==> config.mk <==
export PLATFORM = sky130hd
export DESIGN_NAME = alu_seq
export DESIGN_NICKNAME = d
export VERILOG_FILES = /design/src/rtl/alu_seq.sv
export SDC_FILE = /design/constraint.sdc
export NUM_CORES = 1
export LEC_CHECK = 0
export ABC_AREA = 1
export CELL_PAD_IN_SITES_DETAIL_PLACEMENT = 0
export CELL_PAD_IN_SITES_GLOBAL_PLACEMENT = 1
export CORE_MARGIN = 2
export CORE_UTILIZATION = 36
export CTS_CLUSTER_DIAMETER = 40
export DETAILED_ROUTE_END_ITERATION = 8
export GPL_ROUTABILITY_DRIVEN = 0
export PLACE_DENSITY = 0.77
export SLEW_MARGIN = 20
export SYNTH_ARGS = -nofsm -noshare
export SYNTH_HDL_FRONTEND = slang
export SYNTH_SLANG_ARGS = --single-unit
export TNS_END_PERCENT = 100
==> constraint.sdc <==
create_clock -name clk -period 1.6 [get_ports clk]
set_clock_uncertainty 0.05 [all_clocks]
set_input_delay 0.48 -clock clk [delete_from_list [all_inputs] [get_ports clk]]
set_output_delay 0.48 -clock clk [all_outputs]
set_load 0.01 [all_outputs]
==> src/rtl/alu_seq.sv <==
// Multi-cycle ALU: add/sub/shift in one cycle, shift-add multiply and restoring divide over WIDTH cycles.
// Define ALU_SEQ_SHIFT_EN to enable opcode 1100 as a logical shift; otherwise it is reported as illegal.
module alu_seq #(
    parameter int unsigned WIDTH   = 4,
    parameter int unsigned SHAMT_W = 2
) (
    input  logic               clk,
    input  logic               rst_n,
    input  logic               start,
    input  logic [3:0]         opcode,
    input  logic [WIDTH-1:0]   A,
    input  logic [WIDTH-1:0]   B,
    input  logic               carry_in,
    input  logic [SHAMT_W-1:0] shift_amt,
    input  logic               shift_dir,
    output logic               busy,
    output logic               done,
    output logic [WIDTH-1:0]   Y,
    output logic               carry_out,
    output logic [WIDTH-1:0]   product_high,
    output logic [WIDTH-1:0]   remainder,
    output logic               valid_div,
    output logic               err
);

    localparam int unsigned CNT_W = $clog2(WIDTH);
    localparam logic [CNT_W-1:0] LAST = CNT_W'(WIDTH - 2);

    localparam logic [3:0] OP_ADD = 4'b0000;
    localparam logic [3:0] OP_SUB = 4'b0001;
    localparam logic [3:0] OP_MUL = 4'b0100;
    localparam logic [3:0] OP_DIV = 4'b1000;
`ifdef ALU_SEQ_SHIFT_EN
    localparam logic [3:0] OP_SHF = 4'b1100;
`endif

    typedef enum logic [1:0] {
        S_IDLE,
        S_CALC,
        S_DONE
    } state_t;

    state_t               state;
    logic [CNT_W-1:0]     cnt;
    logic                 mul_r;
    logic [WIDTH-1:0]     a_r;
    logic [WIDTH-1:0]     b_r;
    logic [WIDTH-1:0]     hi_r;
    logic [WIDTH-1:0]     lo_r;

    logic                 is_mul_c;
    logic                 need_calc_c;
    logic [2*WIDTH-1:0]   first_c;
    logic [2*WIDTH-1:0]   calc_c;
    logic [WIDTH:0]       add_sum;
    logic [WIDTH:0]       sub_dif;
    logic [WIDTH-1:0]     sc_y;
    logic                 sc_co;
    logic [WIDTH-1:0]     sc_rem;
    logic                 sc_err;

    // One iteration. Mul: hi accumulates, lo holds multiplier then product low bits.
    // Div: hi is the partial remainder, lo shifts the dividend out and quotient bits in.
    function automatic logic [2*WIDTH-1:0] step(
        input logic             is_mul,
        input logic [WIDTH-1:0] hi,
        input logic [WIDTH-1:0] lo,
        input logic [WIDTH-1:0] a,
        input logic [WIDTH-1:0] b
    );
        logic [WIDTH:0]     sum;
        logic [WIDTH:0]     shl;
        logic [WIDTH-1:0]   dif;
        logic               ok;
        logic [2*WIDTH-1:0] res;
        sum = '0;
        shl = '0;
        dif = '0;
        ok  = 1'b0;
        res = '0;
        if (is_mul) begin
            sum = {1'b0, hi} + (lo[0] ? {1'b0, a} : '0);
            res = {sum, lo[WIDTH-1:1]};
        end else begin
            shl = {hi, lo[WIDTH-1]};
            ok  = (shl >= {1'b0, b});
            dif = WIDTH'(shl - {1'b0, b});
            res = {(ok ? dif : shl[WIDTH-1:0]), lo[WIDTH-2:0], ok};
        end
        return res;
    endfunction

    // The accepting edge already performs the first iteration, so WIDTH-1 CALC edges remain.
    always_comb begin
        is_mul_c    = (opcode == OP_MUL);
        need_calc_c = is_mul_c || ((opcode == OP_DIV) && (B != '0));
        first_c     = step(is_mul_c, '0, (is_mul_c ? B : A), A, B);
        calc_c      = step(mul_r, hi_r, lo_r, a_r, b_r);
    end

`ifdef ALU_SEQ_SHIFT_EN
    int unsigned      sh;
    logic [WIDTH:0]   shl_v;
    logic [WIDTH:0]   shr_v;

    // Extra guard bit on each side catches the last bit shifted out.
    always_comb begin
        sh    = 32'(shift_amt) % WIDTH;
        shl_v = {1'b0, A} << sh;
        shr_v = {A, 1'b0} >> sh;
    end
`else
    logic unused_shift;
    assign unused_shift = ^{shift_amt, shift_dir};
`endif

    // Results for ops that complete on the accepting edge.
    always_comb begin
        sc_y    = '0;
        sc_co   = 1'b0;
        sc_rem  = '0;
        sc_err  = 1'b0;
        add_sum = {1'b0, A} + {1'b0, B} + (WIDTH + 1)'(carry_in);
        sub_dif = {1'b0, A} - {1'b0, B};
        case (opcode)
            OP_ADD: {sc_co, sc_y} = add_sum;
            OP_SUB: begin
                sc_y  = sub_dif[WIDTH-1:0];
                sc_co = sub_dif[WIDTH];
            end
            OP_MUL: sc_err = 1'b0;
            OP_DIV: sc_rem = A;
`ifdef ALU_SEQ_SHIFT_EN
            OP_SHF: begin
                if (shift_dir) begin
                    sc_y  = shr_v[WIDTH:1];
                    sc_co = shr_v[0];
                end else begin
                    sc_y  = shl_v[WIDTH-1:0];
                    sc_co = shl_v[WIDTH];
                end
            end
`endif
            default: sc_err = 1'b1;
        endcase
    end

    // Control FSM, iteration registers and registered result fields.
    always_ff @(posedge clk or negedge rst_n) begin
        if (!rst_n) begin
            state        <= S_IDLE;
            cnt          <= '0;
            busy         <= 1'b0;
            done         <= 1'b0;
            Y            <= '0;
            carry_out    <= 1'b0;
            product_high <= '0;
            remainder    <= '0;
            valid_div    <= 1'b0;
            err          <= 1'b0;
            mul_r        <= 1'b0;
            a_r          <= '0;
            b_r          <= '0;
            hi_r         <= '0;
            lo_r         <= '0;
        end else begin
            done <= 1'b0;
            case (state)
                S_IDLE, S_DONE: begin
                    state <= S_IDLE;
                    if (start) begin
                        mul_r <= is_mul_c;
                        a_r   <= A;
                        b_r   <= B;
                        if (need_calc_c) begin
                            state         <= S_CALC;
                            busy          <= 1'b1;
                            cnt           <= '0;
                            {hi_r, lo_r}  <= first_c;
                        end else begin
                            state        <= S_DONE;
                            done         <= 1'b1;
                            Y            <= sc_y;
                            carry_out    <= sc_co;
                            product_high <= '0;
                            remainder    <= sc_rem;
                            valid_div    <= 1'b0;
                            err          <= sc_err;
                        end
                    end
                end
                S_CALC: begin
                    {hi_r, lo_r} <= calc_c;
                    cnt          <= cnt + CNT_W'(1);
                    if (cnt == LAST) begin
                        state        <= S_DONE;
                        busy         <= 1'b0;
                        done         <= 1'b1;
                        cnt          <= '0;
                        Y            <= calc_c[WIDTH-1:0];
                        carry_out    <= 1'b0;
                        product_high <= mul_r ? calc_c[2*WIDTH-1:WIDTH] : '0;
                        remainder    <= mul_r ? '0 : calc_c[2*WIDTH-1:WIDTH];
                        valid_div    <= ~mul_r;
                        err          <= 1'b0;
                    end
                end
                default: state <= S_IDLE;
            endcase
        end
    end

endmodule
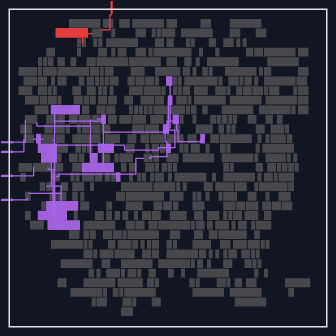
(run_1/io_fan.png)
red -> `carry_out`  # direction output, edge top, end cells 1, buffers 1, wire 13.6 um
purple -> `A`  # direction input, edge left, end cells 18, buffers 9, wire 327 um

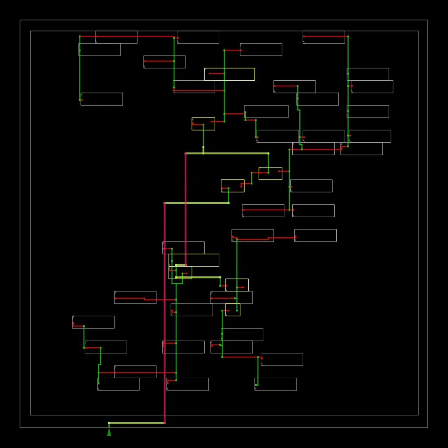
(run_1/clocks.png)
number of clock buffers in the layout: 5
Latency at later pin: 290 ps
CTS buffer count: 5

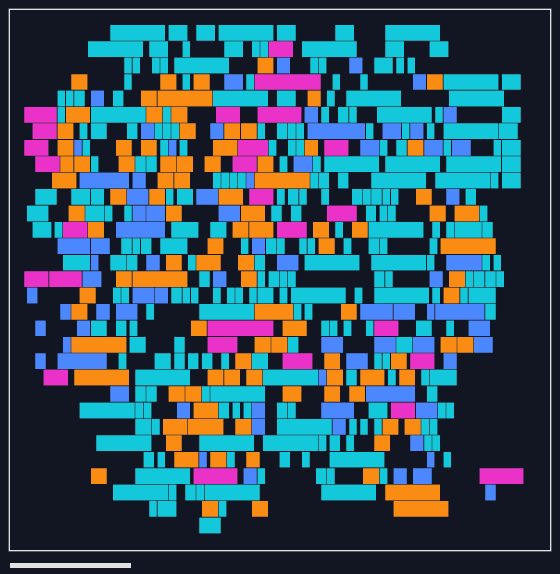
(run_1/sizes.png)
Scale bar: 20 um.
cyan -> _0 and _1 cells  # cells 270, share 57%
magenta -> _6 and larger  # cells 26, share 5.5%
orange -> _3 and _4 cells  # cells 100, share 21%
blue -> _2 cells  # cells 76, share 16%

==> flow_summary_export.csv, run 1 <==
group,metric,value,unit
status,status,"complete, but fails checks",
status,violations,"setup timing",
drt,drtAntennaViolNets,0,
synth,top_logic_kind,"simple AND/OR/NAND/NOR gates",
power,switching_power,1.82,mW
synth,yosys.area_share.xor_xnor,0.0133,
worst_setup_path,crit_path_cell_trace,"nand2_1, inv_1, ha_2, inv_2, fa_2, xor2_2, nor2_2, nor2_1, nand2_1, nor2_1, a21oi_1",
synth,yosysTopAreaCell,"dfrtp_1",
clock_tree,path_clk_slew,80,ps
synth,area_leaders,"dfrtp_1, nand2_1, ha_1, inv_1, nand3_1",
worst_setup_path,reg2reg_setup_slack,-220,ps
power,p_seq_frac,0.283,
global_route,grt_max_degree,39,
die,fp.coreArea,7180,sq um
synth,syn_area,2630,sq um
final_timing,rsz0062_at_grt,"yes",
cells_and_area,fin_area,4200,sq um
drt,wl_per_cell,14.0,um
final_timing,timing.slew.headroom,0.739,
synth,yosysTopAreaCellShare,0.362,
global_route,grt.busiest_layer,"met2",
synth,avgSynthCellArea,7.38,sq um
drt,dr_wl_met2,4.07,mm
hold_path,hp-class,"in -> async",
placement,dp.cells,541,
synth,synthTopCellsByCount,"nand2_1, inv_1, dfrtp_1",
final_timing,tightestPinTransition,391,ps
cells_and_area,buf_share,0.231,
global_route,globalRouteOverflowTotal,0,
global_route,grt_use_met1,0.271,
final_timing,fin_ws,-218,ps
final_timing,finalMaxSlewViolations,0,
global_route,grt_pass1_vias,2745,
drt,met3_length,271,um
worst_setup_path,timing.rr.start,"a_r[0]",
worst_setup_path,worst_ep_arrival_time,1990,ps
drt,viasPerCell,4.76,
synth,yosysMostFrequentCell,"nand2_1",
synth,ys_sh_mux,0,
power,p_clk,0.986,mW
power,p_sw_frac,0.376,
final_timing,period_needed,1820,ps
worst_setup_path,crit_slowest_cell,"dfrtp_1",
global_route,gr-usage-met3,0.0286,
final_timing,timing_hold_violations_final,0,
synth,yosys_cells,356,
global_route,use_met2,0.369,
final_timing,fmax,550,MHz
cells_and_area,antenna_cells,0,
worst_setup_path,cpPeakStageDelay,390,ps
flow_run,cap_viol_max_count,0,
global_route,grt_use_total,0.217,
global_route,antenna_found_initial,0,
cells_and_area,nFillCells,667,
power,p_per_area,1150,nW/um^2
worst_setup_path,required,1770,ps
synth,synthAdderAreaFrac,0.119,
worst_setup_path,critPathCaptureType,"flop",
clock_tree,clk_path_buf_depth,2,
die,die_w,89.5,um
cells_and_area,flops,38,
drt,first_pass_iters,4,
cells_and_area,final_nets,512,
die,tap_cells,99,
synth,fp_nets,397,
drt,top_layer,"met4",
die,die_y,89.5,um
worst_setup_path,crit_family,"adder cells",
power,power_leader,"combinational cells",
clock_tree,cts_hold_buf,0,
cells_and_area,fin_cells,571,
power,p_int,3.02,mW
clock_tree,post_cts_buffers,18,
worst_setup_path,crit_fanout,2,
worst_setup_path,reg2reg_to,"hi_r[1]",
worst_setup_path,cp-endpoint,"hi_r[1]",
die,rows,31,
final_timing,finalSetupViolations,15,
==> run_1/detail.png <==
Region (30, 30) to (60, 60) um. Cells in grey, sequential cells in the stronger grey; small squares are vias.
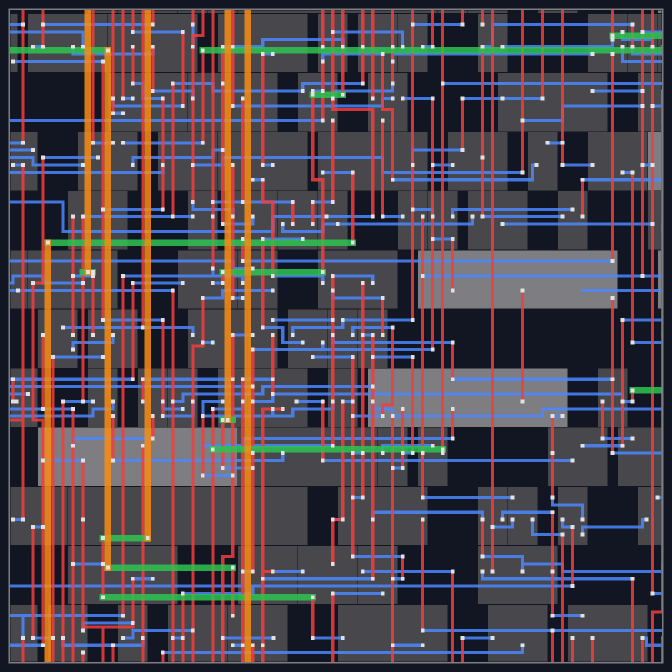

==> run 2, diff against run 1 <==
==> constraint.sdc (replaced) <==
create_clock -name clk -period 1.6 [get_ports clk]
set_clock_uncertainty 0.05 [all_clocks]
set_input_delay 0.32 -clock clk [delete_from_list [all_inputs] [get_ports clk]]
set_output_delay 0.32 -clock clk [all_outputs]
set_load 0.01 [all_outputs]
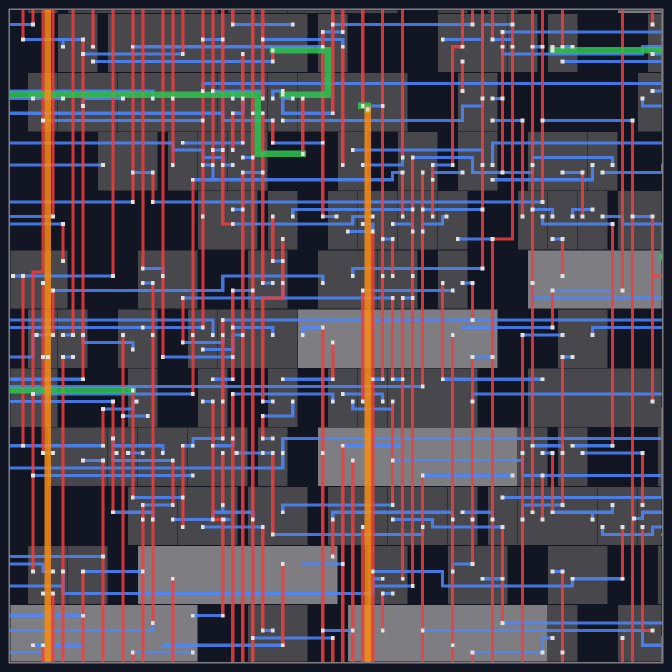
(run_2/detail.png)
Region (30, 30) to (60, 60) um. Cells in grey, sequential cells in the stronger grey; small squares are vias.
blue -> metal 1
red -> metal 2
green -> metal 3
orange -> metal 4
sequential cells in the window = 6
cells with their middle in the window = 82
netlist names of flops here include = `lo_r` (3), `a_r` (2)
most frequent = nand2_1 (16), buf_4 (15), nand3_1 (9)

==> run 2 against run 1 <==
The flow still finishes with violations (setup timing); die area stayed put; setup slack better by 110 ps; total power is 0.35% lower; wire length is 5.7% lower; cell count is 1.8% lower; count of clock-buffer cells in the layout stayed put; clock power is 18% lower; first-iteration DRC count is 27% lower; sequential power hardly changed; critical path depth stayed put; combinational power is 6% higher; critical endpoint unchanged; largest cell class unchanged; largest power group unchanged.
==> flow_summary_export.csv, run 2 <==
group,metric,value,unit
status,violations,"setup timing",
global_route,use_met2,0.359,
drt,first_pass_iters,4,
synth,fp_nets,397,
power,p_int,2.95,mW
clock_tree,path_clk_slew,80,ps
hold_path,hold_depth,1,
synth,yosys.area_share.xor_xnor,0.0133,
global_route,gr-usage-met3,0.0231,
clock_tree,cts_resized,85,
die,rows,31,
worst_setup_path,cp-endpoint,"hi_r[1]",
die,die_y,89.5,um
drt,top_layer,"met4",
global_route,grt_use_met1,0.263,
final_timing,timing_hold_violations_final,0,
drt,drc,0,
cells_and_area,antenna_cells,0,
worst_setup_path,required,1770,ps
synth,yosysTopAreaCellShare,0.362,
die,die_w,89.5,um
power,p_per_area,1190,nW/um^2
power,p_sw_frac,0.387,
synth,ys_sh_mux,0,
worst_setup_path,worst_ep_arrival_time,1880,ps
worst_setup_path,crit_slowest_cell,"dfrtp_1",
hold_path,hp-class,"reg -> reg",
placement,dp.cells,540,
power,power_leader,"combinational cells",
synth,synthTopCellsByCount,"nand2_1, inv_1, dfrtp_1",
final_timing,tightestPinTransition,430,ps
synth,syn_area,2630,sq um
worst_setup_path,reg2reg_setup_slack,-110,ps
worst_setup_path,cp_num_buf_inv,3,
die,io-pin-count,36,
global_route,antenna_found_initial,0,
die,fp.coreArea,7180,sq um
global_route,globalRouteOverflowTotal,0,
hold_path,min_to,"cnt[0]",
synth,synthAdderAreaFrac,0.119,
worst_setup_path,reg2reg_to,"hi_r[1]",
final_timing,finalMaxSlewViolations,0,
clock_tree,cts_buffers,5,
power,p_seq_frac,0.285,
final_timing,fmax,584,MHz
global_route,grt_use_total,0.209,
worst_setup_path,crit_family,"simple AND/OR/NAND/NOR gates",
worst_setup_path,crit_path_cell_trace,"buf_6, ha_4, nand2_2, inv_2, nand2_2, nand2_2, nand2_4, buf_6, nand3b_1, nand3_2, a21oi_1",
worst_setup_path,critPathCaptureType,"flop",
flow_run,cap_viol_max_count,0,
cells_and_area,n_all_inverters,46,
synth,yosysTopAreaCell,"dfrtp_1",
final_timing,rsz0062_at_grt,"yes",
cells_and_area,nFillCells,711,
status,status,"complete, but fails checks",
worst_setup_path,cpPeakStageDelay,430,ps
clock_tree,insertion_delay,290,ps
final_timing,period_needed,1710,ps
final_timing,fin_ws,-111,ps
cells_and_area,fin_cells,561,
synth,yosysMostFrequentCell,"nand2_1",
final_timing,finalSetupViolations,13,
synth,top_logic_kind,"simple AND/OR/NAND/NOR gates",
clock_tree,clk_path_buf_depth,2,
worst_setup_path,timing.rr.start,"hi_r[0]",
clock_tree,cts_hold_buf,1,
cells_and_area,nClkBuffers,5,
drt,dr_wl_met2,3.73,mm
drt,wl_per_cell,13.5,um
synth,yosys_cells,356,
die,tap_cells,99,
synth,avgSynthCellArea,7.38,sq um
die,die-area,8000,sq um
global_route,grt.busiest_layer,"met2",
synth,area_leaders,"dfrtp_1, nand2_1, ha_1, inv_1, nand3_1",
clock_tree,post_cts_buffers,7,
global_route,grt_max_degree,19,
cells_and_area,fin_area,4050,sq um
drt,drtAntennaViolNets,0,
cells_and_area,flops,38,
synth,synth_top_flop_cell,"dfrtp_1",
power,switching_power,1.86,mW
power,p_clk,0.810,mW
drt,met3_length,190,um
cells_and_area,buf_share,0.225,
worst_setup_path,crit_fanout,4,
cells_and_area,final_nets,502,
cells_and_area,seq_area,952,sq um
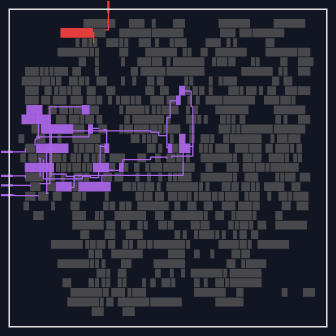
(run_2/io_fan.png)
purple -> `A`  # direction input, edge left, end cells 18, buffers 10, wire 326 um
red -> `carry_out`  # direction output, edge top, end cells 1, buffers 1, wire 10.2 um

Power and IR drop assume default switching activity.
